Fig. 1: clock wires, drivers and flops
Drawn at 4 px/µm.
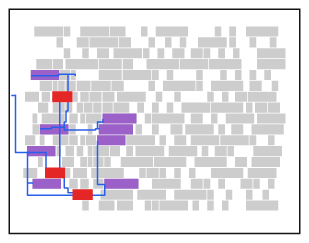
Fig. 2: port wiring
Drawn at 6 px/µm.
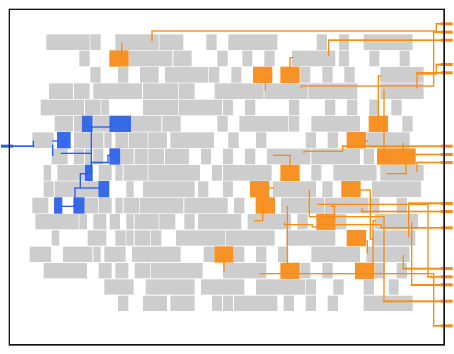
Fig. 3: signal wires on met2
Drawn at 6 px/µm.
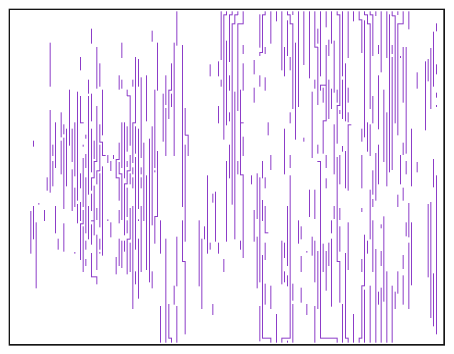
Fig. 4: cell placement
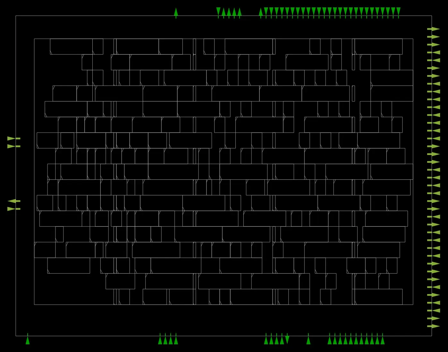
Fig. 5: cell classes on the final placement
Drawn at 4 px/µm.
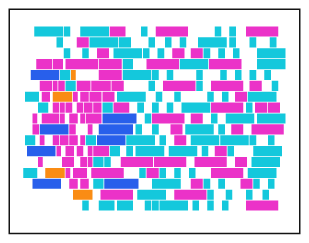
===== src/rtl/fifo_arb_pkg.sv =====
// Shared types and default constants for the round-robin FIFO write arbiter.
package fifo_arb_pkg;

    localparam int unsigned NUM_REQ    = 4;
    localparam int unsigned FIFO_WIDTH = 16;
    localparam int unsigned BURST_MAX  = 4;
    localparam int unsigned ACK_CNT_W  = 16;

    typedef enum logic [0:0] {
        ARB_IDLE,
        ARB_BURST
    } arb_state_t;

endpackage


===== src/rtl/rr_pick.sv =====
// Round-robin selector: first valid requester searching upward from i_last_gnt+1, wrapping.
module rr_pick #(
    parameter int unsigned NUM_REQ = 4,
    parameter int unsigned IDW     = 2
) (
    input  logic [NUM_REQ-1:0] i_valid,
    input  logic [IDW-1:0]     i_last_gnt,
    output logic [IDW-1:0]     o_pick,
    output logic               o_any
);

    int unsigned w_idx;

    always_comb begin
        o_pick = '0;
        o_any  = 1'b0;
        w_idx  = 0;
        for (int unsigned k = 1; k <= NUM_REQ; k++) begin
            w_idx = (32'(i_last_gnt) + k) % NUM_REQ;
            if (!o_any && i_valid[w_idx]) begin
                o_any  = 1'b1;
                o_pick = IDW'(w_idx);
            end
        end
    end

endmodule


===== src/rtl/fifo_wr_arb.sv =====
// Round-robin burst arbiter feeding one FIFO write port from NUM_REQ requesters.
// Optional per-requester write-ack counters are enabled with macro FIFO_WR_ARB_STATS_EN.
module fifo_wr_arb
    import fifo_arb_pkg::*;
#(
    parameter int unsigned NUM_REQ    = fifo_arb_pkg::NUM_REQ,
    parameter int unsigned FIFO_WIDTH = fifo_arb_pkg::FIFO_WIDTH,
    parameter int unsigned BURST_MAX  = fifo_arb_pkg::BURST_MAX
) (
    input  logic                          clk,
    input  logic                          rst,
    input  logic [NUM_REQ-1:0]            req_valid,
    input  logic [NUM_REQ*FIFO_WIDTH-1:0] req_data,
    output logic [NUM_REQ-1:0]            req_ready,
    output logic [FIFO_WIDTH-1:0]         data_in,
    output logic                          wr_en,
    input  logic                          full,
    input  logic                          wr_ack,
    input  logic                          overflow,
    output logic [$clog2(NUM_REQ)-1:0]    gnt_id,
    output logic                          busy,
    output logic                          ovf_err
`ifdef FIFO_WR_ARB_STATS_EN
    ,
    output logic [NUM_REQ*ACK_CNT_W-1:0]  ack_cnt
`endif
);

    localparam int unsigned IDW = $clog2(NUM_REQ);
    localparam int unsigned CW  = (BURST_MAX > 1) ? $clog2(BURST_MAX) : 1;

    arb_state_t     r_state, w_state_d;
    logic [IDW-1:0] r_gnt_id, w_gnt_id_d;
    logic [IDW-1:0] r_last_gnt, w_last_gnt_d;
    logic [CW-1:0]  r_beat_cnt, w_beat_cnt_d;
    logic           r_ovf_err;

    logic [IDW-1:0] w_pick;
    logic           w_any;
    logic           w_gnt_valid;

    rr_pick #(
        .NUM_REQ (NUM_REQ),
        .IDW     (IDW)
    ) u_rr_pick (
        .i_valid    (req_valid),
        .i_last_gnt (r_last_gnt),
        .o_pick     (w_pick),
        .o_any      (w_any)
    );

    assign w_gnt_valid = req_valid[r_gnt_id];
    assign busy        = (r_state == ARB_BURST);
    assign wr_en       = busy & w_gnt_valid & ~full;
    assign gnt_id      = r_gnt_id;
    assign ovf_err     = r_ovf_err;
    assign data_in     = busy ? req_data[r_gnt_id*FIFO_WIDTH +: FIFO_WIDTH] : '0;

    always_comb begin
        req_ready = '0;
        if (wr_en) begin
            req_ready[r_gnt_id] = 1'b1;
        end
    end

    always_comb begin
        w_state_d    = r_state;
        w_gnt_id_d   = r_gnt_id;
        w_last_gnt_d = r_last_gnt;
        w_beat_cnt_d = r_beat_cnt;
        case (r_state)
            ARB_IDLE: begin
                if (w_any) begin
                    w_gnt_id_d   = w_pick;
                    w_last_gnt_d = w_pick;
                    w_beat_cnt_d = '0;
                    w_state_d    = ARB_BURST;
                end
            end
            ARB_BURST: begin
                // A dropped valid ends the burst; full with valid merely stalls it.
                if (!w_gnt_valid) begin
                    w_state_d    = ARB_IDLE;
                    w_beat_cnt_d = '0;
                end else if (wr_en) begin
                    if (r_beat_cnt == CW'(BURST_MAX - 1)) begin
                        w_state_d    = ARB_IDLE;
                        w_beat_cnt_d = '0;
                    end else begin
                        w_beat_cnt_d = r_beat_cnt + 1'b1;
                    end
                end
            end
            default: w_state_d = ARB_IDLE;
        endcase
    end

    always_ff @(posedge clk) begin
        if (rst) begin
            r_state    <= ARB_IDLE;
            r_gnt_id   <= '0;
            r_last_gnt <= IDW'(NUM_REQ - 1);
            r_beat_cnt <= '0;
            r_ovf_err  <= 1'b0;
        end else begin
            r_state    <= w_state_d;
            r_gnt_id   <= w_gnt_id_d;
            r_last_gnt <= w_last_gnt_d;
            r_beat_cnt <= w_beat_cnt_d;
            r_ovf_err  <= r_ovf_err | overflow;
        end
    end

`ifdef FIFO_WR_ARB_STATS_EN
    // Acks arrive one cycle after the write, so credit the previously written requester.
    logic [IDW-1:0]       r_ack_owner;
    logic [ACK_CNT_W-1:0] r_ack_cnt [NUM_REQ];

    always_ff @(posedge clk) begin
        if (rst) begin
            r_ack_owner <= '0;
            for (int i = 0; i < int'(NUM_REQ); i++) begin
                r_ack_cnt[i] <= '0;
            end
        end else begin
            if (wr_en) begin
                r_ack_owner <= r_gnt_id;
            end
            if (wr_ack && (r_ack_cnt[r_ack_owner] != {ACK_CNT_W{1'b1}})) begin
                r_ack_cnt[r_ack_owner] <= r_ack_cnt[r_ack_owner] + 1'b1;
            end
        end
    end

    for (genvar g = 0; g < int'(NUM_REQ); g++) begin : g_ack_out
        assign ack_cnt[g*ACK_CNT_W +: ACK_CNT_W] = r_ack_cnt[g];
    end
`else
    logic w_unused_wr_ack;
    assign w_unused_wr_ack = wr_ack;
`endif

endmodule


===== config.mk =====
export PLATFORM = sky130hd
export DESIGN_NAME = fifo_wr_arb
export DESIGN_NICKNAME = d
export VERILOG_FILES = /design/src/rtl/fifo_arb_pkg.sv /design/src/rtl/rr_pick.sv /design/src/rtl/fifo_wr_arb.sv
export SDC_FILE = /design/constraint.sdc
export NUM_CORES = 1
export LEC_CHECK = 0
export CAP_MARGIN = 20
export CORE_ASPECT_RATIO = 0.75
export CORE_MARGIN = 3
export CORE_UTILIZATION = 29
export CTS_CLUSTER_SIZE = 14
export DETAILED_ROUTE_END_ITERATION = 6
export PLACE_DENSITY = 0.78
export SYNTH_ARGS = -nofsm -noshare
export SYNTH_HDL_FRONTEND = slang
export SYNTH_SLANG_ARGS = --single-unit
export TNS_END_PERCENT = 20

===== constraint.sdc =====
create_clock -name clk -period 2.29 [get_ports clk]
set_input_delay 0.687 -clock clk [delete_from_list [all_inputs] [get_ports clk]]
set_output_delay 0.687 -clock clk [all_outputs]
set_load 0.1 [all_outputs]

==> run summary <==
yosys + openroad results -> status=finished with violations, failing checks=negative setup slack, clk sinks=8, H-Tree Depth=1, WL per Instance=approximately 20 µm, Final WS setup=-0.00301 ns, clock latency on the worst-skew pair=0.23 ns, ys cells=between 90 and 100, pre-CTS setup slack=-0.423 ns, Post-Synth AOI/OAI Area=0.0996, ys flops=8, yosys adder share=0.0131, die height=55.7 µm, tool warnings=30, Post-CTS Hold Fix Bufs=0, crit-path max FO=10, clock skew=around 0.0052 ns, First DRT Iteration DRCs=61, Reg2Reg Launch Point=gnt_id[0]$_SDFFE_PP0P_, Top area cell types=mux4_2, dfxtp_1, and2_1, setup violators final=1, yosys simple share=0.271, Top-area cell share=0.377, CP arrival=1.61 ns, min-delay worst type=reg2reg, cell leakage power=0.938 nW, post-CTS sizing=between 200 and 250
Notes on Fig. 1 above:
[purple] flip-flops | count: 8
[blue] clock wires | length: 152 µm
[red] clock drivers | count: 3
flops lie: west
routed clock nets: 4

Notes on Fig. 2 above:
[blue] `rst` | bits: 1 | direction: input | edge: west | end cells: 8 | buffers: 2 | wire: 42.8 µm
[orange] `data_in` | bits: 16 | direction: output | edge: east | end cells: 16 | buffers: 16 | wire: 427 µm
number of I/O pins: 98
port bufs: 96

Notes on Fig. 3 above:
main direction: vertical
wire length on this layer: 2350 µm
met2 usage: 0.412
detailed-route via count: 1317
WL final: 4900 µm

Notes on Fig. 4 above:
final core occ: 0.706
fin cells: 244
n_taps: 38
FP Rows: 17

Notes on Fig. 5 above:
[cyan] remaining buffers and delay cells | cells: 107 | share of their area: 47%
[magenta] combinational and other logic | cells: 85 | share of their area: 43%
[blue] sequential cells | cells: 8 | share of their area: 8.2%
[orange] clock drivers and dummy loads | cells: 4 | share of their area: 2.2%

[power breakdown]
part,internal (mW),switching [mW]
clock network,0.121,0.0622
logic,0.391,0.476
registers,0.155,0.0414
total,0.667,0.580
[cells in the final DEF (no fill, tap or decap), types with 2 or more instances in the layout]
cell,Yosys,final
nand2_1,7,6
buf_4,0,10
buf_12,0,26
nand2b_1,4,2
nor3_4,0,2
nor2_1,8,5
o21ai_0,2,2
buf_2,3,65
clkdlybuf4s15_2,0,2
a21oi_1,4,4
mux4_2,16,16
and2_4,0,16
or2_4,0,2
nor2b_1,2,2
diode_2,0,2
mux2i_4,0,2
nor3_1,4,2
clkdlybuf4s50_1,0,2
clkbuf_8,0,3
dfxtp_1,8,5
nor2_4,0,3
dfxtp_4,0,3
inv_1,3,3
[worst max path at each step]
stage,from,to,slack [ns],depth (start not counted)
6_report,gnt_id[0]$_SDFFE_PP0P_,data_in[11],-0.003,4
5_1_grt,gnt_id[0]$_SDFFE_PP0P_,data_in[11],-0.05,4
4_1_cts,req_data[2],data_in[2],-0.03,4
3_5_place_dp,req_valid[0],req_ready[0],-0.42,5
3_3_place_gp,req_valid[3],req_ready[2],-0.40,5
2_1_floorplan,req_valid[1],req_ready[0],-0.21,3
[worst min-delay path, delay by kind of cell (launching register included)]
kind	cells	cell delay [ns]
flip-flops	1	0.33
AND/OR/NAND/NOR	2	0.12
[area by class of cell]
class | count | area, µm²
sequential | 8 | 171
fill | 232 | 895
antenna | 2 | 5.00
inverter | 3 | 11.3
timing repair buffer | 107 | 977
clock buffer | 4 | 45.0
tap | 38 | 47.5
multi-input combinational | 82 | 890
[state kept, by name, indices dropped and copies added (netlist names)]
register	flops
busy	1
gnt_id	2
ovf_err	1
r_beat_cnt	2
r_last_gnt	2
Power figures rest on the tool's default switching activity, not on a simulated workload.
